File: src/rtl/fft_bin_window.sv
// Purpose: passes the bins of each FFT frame that fall in a programmable window [start, end]
//          and tags every passed beat with its bin index; frames are checked against fft_last.
// Latency: 1 cycle; all outputs are registered. Backpressure: none, and a beat is never stalled.
//
// Ports:
//   clk, rst                      clock and synchronous active-high reset
//   cfg_start_bin, cfg_end_bin    window bounds, sampled on the first beat of each frame
//   fft_data/fft_valid/fft_last   FFT output stream; fft_last marks bin FFT_N-1
//   out_data/out_valid/out_bin    passed sample with its bin index
//   out_last                      passed beat is the latched end bin
//   frame_err, err_count          framing error pulse and its saturating count
module fft_bin_window #(
  parameter int DATA_W = 32,
  parameter int FFT_N  = 1024,
  parameter int BIN_W  = $clog2(FFT_N)
) (
  input  logic              clk,
  input  logic              rst,
  input  logic [BIN_W-1:0]  cfg_start_bin,
  input  logic [BIN_W-1:0]  cfg_end_bin,
  input  logic [DATA_W-1:0] fft_data,
  input  logic              fft_valid,
  input  logic              fft_last,
  output logic [DATA_W-1:0] out_data,
  output logic              out_valid,
  output logic              out_last,
  output logic [BIN_W-1:0]  out_bin,
  output logic              frame_err,
  output logic [7:0]        err_count
);

  localparam logic [BIN_W-1:0] LAST_BIN = BIN_W'(FFT_N - 1);
  localparam logic [BIN_W-1:0] HALF_END = BIN_W'(FFT_N / 2 - 1);

  typedef enum logic {
    IDLE,
    RUN
  } state_e;

  state_e           state_q;
  logic [BIN_W-1:0] cnt_q;
  logic [BIN_W-1:0] win_start_q;
  logic [BIN_W-1:0] win_end_q;

  logic [BIN_W-1:0] bin_d;
  logic [BIN_W-1:0] win_start_d;
  logic [BIN_W-1:0] win_end_d;
  logic             pass_d;
  logic             at_max_d;
  logic             frame_end_d;
  logic             err_d;

  // A beat seen in IDLE is bin 0 and uses the live cfg values, since this is
  // the same beat on which they get latched for the rest of the frame.
  always_comb begin
    bin_d       = (state_q == IDLE) ? '0 : cnt_q;
    win_start_d = (state_q == IDLE) ? cfg_start_bin : win_start_q;
    win_end_d   = (state_q == IDLE) ? cfg_end_bin   : win_end_q;
    pass_d      = fft_valid && (win_start_d <= bin_d) && (bin_d <= win_end_d);
    at_max_d    = (bin_d == LAST_BIN);
    // Either marker ends the frame; disagreement between them is a framing error
    // (short frame: fft_last early; long frame: counter hit the top without fft_last).
    frame_end_d = fft_last || at_max_d;
    err_d       = fft_valid && (fft_last != at_max_d);
  end

  always_ff @(posedge clk) begin
    if (rst) begin
      state_q     <= IDLE;
      cnt_q       <= '0;
      win_start_q <= '0;
      win_end_q   <= HALF_END;
      out_data    <= '0;
      out_valid   <= 1'b0;
      out_last    <= 1'b0;
      out_bin     <= '0;
      frame_err   <= 1'b0;
      err_count   <= '0;
    end else begin
      out_valid <= pass_d;
      out_last  <= pass_d && (bin_d == win_end_d);
      frame_err <= err_d;
      // Data and bin tag hold on non-passed beats.
      if (pass_d) begin
        out_data <= fft_data;
        out_bin  <= bin_d;
      end
      if (err_d && (err_count != 8'hFF)) begin
        err_count <= err_count + 8'd1;
      end
      if (fft_valid) begin
        win_start_q <= win_start_d;
        win_end_q   <= win_end_d;
        if (frame_end_d) begin
          state_q <= IDLE;
          cnt_q   <= '0;
        end else begin
          state_q <= RUN;
          cnt_q   <= bin_d + BIN_W'(1);
        end
      end
    end
  end

endmodule
File: config.mk
export PLATFORM = sky130hd
export DESIGN_NAME = fft_bin_window
export DESIGN_NICKNAME = d
export VERILOG_FILES = /design/src/rtl/fft_bin_window.sv
export SDC_FILE = /design/constraint.sdc
export NUM_CORES = 1
export LEC_CHECK = 0
export ABC_CLOCK_PERIOD_IN_PS = 5500
export CAP_MARGIN = 20
export CORE_MARGIN = 2
export CORE_UTILIZATION = 45
export CTS_BUF_LIST = sky130_fd_sc_hd__clkbuf_2
export CTS_CLUSTER_DIAMETER = 100
export CTS_CLUSTER_SIZE = 40
export DETAILED_ROUTE_END_ITERATION = 10
export GPL_TIMING_DRIVEN = 0
export PLACE_DENSITY = 0.85
export SETUP_SLACK_MARGIN = 0.05
export SYNTH_ARGS = -nofsm -noshare
export SYNTH_HDL_FRONTEND = slang
export SYNTH_SLANG_ARGS = --single-unit
File: constraint.sdc
create_clock -name clk -period 5.5 [get_ports clk]
set_input_delay 1.65 -clock clk [delete_from_list [all_inputs] [get_ports clk]]
set_output_delay 1.65 -clock clk [all_outputs]
set_load 0.01 [all_outputs]
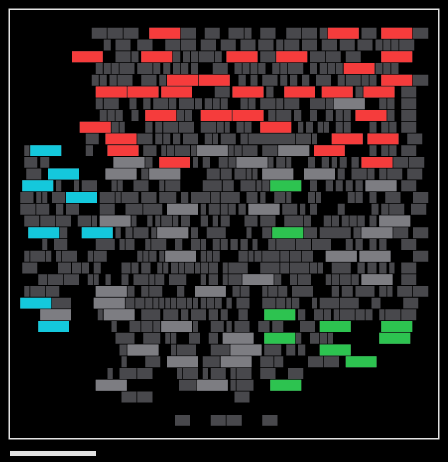
(images/ff_map.png)
Bar = 20 um. Other sequential cells in the stronger gray, the rest of the logic in the fainter gray.
green -> win_end_q  # sequential cells 10
cyan -> err_count  # sequential cells 8, where west
red -> out_data  # sequential cells 32, where a horizontal strip, top
Flop+latch power: 0.649 mW
Final Util: 0.618
Seq area share: 0.311
Reg area: 1680 um^2

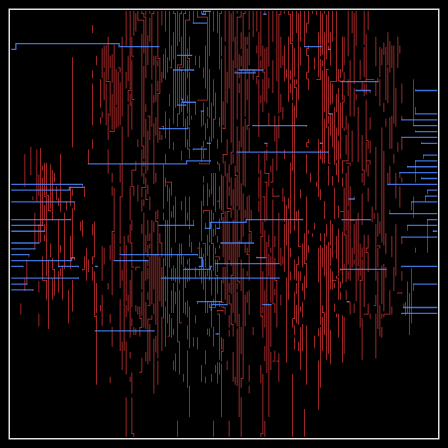
(images/layers.png)
Only two layers are drawn.
blue -> M3  # wire length 603 um
red -> M2  # wire length 5550 um

==> impl_metrics.tcl <==
# place-and-route summary
set metrics [dict create \
    synthesis.nets 562 \
    ir_drop_mv 0.173 \
    fp-row-count 34 \
    relSlewSlack 0.578 \
    ys_top_logic_family "simple AND/OR/NAND/NOR gates" \
    largest_cell_class "combinational gates" \
    synth-simple-area-share 0.197 \
    combGateArea_um2 2190 \
    min_period_ns 3.99 \
    drive_above_1_share 0.0757 \
    fin_nets 680 \
    timing.rr.start "state_q$_SDFFE_PP0P_" \
    crit_start "state_q$_SDFFE_PP0P_" \
    edf_count 0 \
    holdBufCountCts 0 \
    ys_ff 84 \
    pin_count 109 \
    nFillCells 780 \
    criticalPathCategory "flip-flop to flip-flop" \
    syn_inst 485 \
    gr-total-overflow 0 \
    crit_end "err_count[5]$_SDFFE_PP0P_" \
    status "finished, final reports clean" \
    post-route-period-util 0.726 \
    initCoreUtil 0.466 \
    hold_viol_final 0 \
    core-area_um2 8760 \
    critPathRequiredTime_ns 5.95 \
    antenna_found_initial 0 \
    mux_share 0.0837 \
    n_clock_buffer 9 \
    drv_slew 0 \
    area_delta_synth_final_pct 32.6 \
    clockRootBuffer "clkbuf_2" \
    power.density_nw_per_um2 222 \
    max_freq_mhz 250 \
    power_frac_comb 0.173 \
    drv_cap 0 \
    die_w_um 99.3 \
    clockPowerShare 0.287 \
    cts_resized 0 \
    die-area_um2 9850 \
    wl_per_cell_um 15.7 \
    path_clk_slew_ns 0.24 \
    gp_congestion 0.929 \
    worst_slew_pin_slew_ns 0.633 \
    ys_cells 485 \
    setup_viol 0 \
    async_flop_share 0 \
    first_global_vias 3795 \
    nWellTaps 108 \
    dp_cells 700 \
    cp.arrival_ns 4.44 \
    buffers 144 \
    cts_setup_buffers 0 \
    cts_sinks 84 \
    start_kind "flip-flop" \
    detailroute.via_count 3935 \
    comb_share 0.405 \
    seq_cell_count 84 \
    tritoncts "yes" \
    p_sw_mw 0.346 \
    placement.io_buffers 107 \
    rsz0062_at_grt "no" \
    comb_cells 352 \
    pg_comb_mw 0.208 \
    drt_iter0_markers 287 \
    stdcell_count 716 \
    top_power_group "sequential cells" \
    sequentialPowerShare 0.540 \
    grt_pass1_wl_mm 18.0 \
    cts_buffers 9 \
    cp_slowest_cell "buf_1" \
    tool_warnings 26 \
    htree_levels 3 \
    drtPass1Iterations 5 \
    buffer_area_frac 0.228 \
    ys_sh_xor 0.0172 \
    drcViolationCount 0 \
    swShare 0.288 \
    hold_path_class "flip-flop to flip-flop" \
    flop_cell "dfxtp_1" \
    ys_area_um2 4080 \
    routed_wl_mm 11.2 \
    grt_usage 0.227 \
    grt_start_max_net_pins 17 \
    compound_area_frac 0.175 \
    slowest_delay_ns 0.47 \
    leakagePower_nw 2.09 \
]
-- state kept, by name (all words and copies together), names as in the netlist --
| register | cells |
|---|---|
| frame_err | 1 |
| win_end_q | 10 |
| out_last | 1 |
| cnt_q | 10 |
| err_count | 8 |
| out_valid | 1 |
| out_bin | 10 |
| state_q | 1 |
| win_start_q | 10 |
| out_data | 32 |
-- worst min-delay path by stage --
stage | depth (start not counted) | start | slack [ns] | end
floorplan | 2 | win_start_q[1]$_SDFFE_PP0P_ | 0.45 | win_start_q[1]$_SDFFE_PP0P_
finish | 2 | out_data[24]$_SDFFE_PP0P_ | 0.49 | out_data[24]$_SDFFE_PP0P_
global route | 2 | out_bin[6]$_SDFFE_PP0P_ | 0.52 | out_bin[6]$_SDFFE_PP0P_
global placement | 2 | out_data[4]$_SDFFE_PP0P_ | 0.46 | out_data[4]$_SDFFE_PP0P_
CTS | 2 | out_data[24]$_SDFFE_PP0P_ | 0.49 | out_data[24]$_SDFFE_PP0P_
detailed placement | 2 | out_data[5]$_SDFFE_PP0P_ | 0.47 | out_data[5]$_SDFFE_PP0P_
-- layout by cell type, fill, tap and decap left out, types with 5 or more instances in the layout --
cell type / count
and3_1: 6
clkdlybuf4s50_1: 107
dfxtp_1: 84
nand3_1: 55
o21ai_0: 47
nor2_1: 39
mux2_2: 9
xor2_1: 6
nand2b_1: 5
nand2_1: 23
ha_1: 21
mux2i_1: 24
clkbuf_1: 22
nor2b_1: 13
a21oi_1: 61
buf_2: 7
clkbuf_2: 12
or2_2: 7
inv_1: 12
-- cells in the mapped netlist (3+ instances only) --
| master | n | area, um^2 |
|---|---|---|
| a211oi_1 | 3 | 22.5 |
| a21o_1 | 3 | 22.5 |
| xor2_1 | 6 | 52.6 |
| a21oi_1 | 61 | 305 |
| mux2i_1 | 24 | 240 |
| inv_1 | 12 | 45.0 |
| nand2_1 | 23 | 86.3 |
| dfxtp_1 | 84 | 1680 |
| and3_1 | 6 | 37.5 |
| clkbuf_2 | 3 | 15.0 |
| or2_2 | 7 | 43.8 |
| ha_1 | 21 | 263 |
| nand2b_1 | 5 | 31.3 |
| nand4_1 | 3 | 18.8 |
| nor2b_1 | 13 | 81.3 |
| o21ai_0 | 47 | 235 |
| buf_2 | 7 | 35.0 |
| clkbuf_1 | 22 | 82.6 |
| nand3_1 | 55 | 275 |
| nor2_1 | 39 | 146 |
| mux2_2 | 9 | 101 |
| buf_1 | 3 | 11.3 |
-- through the flow --
step                total power, mW  utilization  area [um^2]  hold WS (ns)  worst slack [ns]
floorplan                     0.766            -         4080         0.454              1.90
global placement              0.859        0.604         5290         0.459              1.13
detailed placement            0.867        0.604         5290         0.467              1.04
CTS                            1.21        0.618         5420         0.494              1.58
global route                   1.26        0.618         5420         0.515              1.28
finish                         1.20        0.618         5420         0.494              1.51
-- critical path: cells and delay by family (launching register included) --
family          cells  cell delay (ns)
simple gates        9             1.36
buf+inv             4             1.06
fa+ha+maj           2             0.52
flops               1             0.45
compound gates      1             0.33
xor+xnor            1             0.16
-- layer usage --
metal	GRT usage	up-vias	share of wire
li1	-	1955	-
met1	0.275	1840	0.42
met2	0.389	113	0.49
met4	0.0875	0	0.029
met5	0	-	0
met3	0.0548	27	0.054
Power and IR drop assume default switching activity.
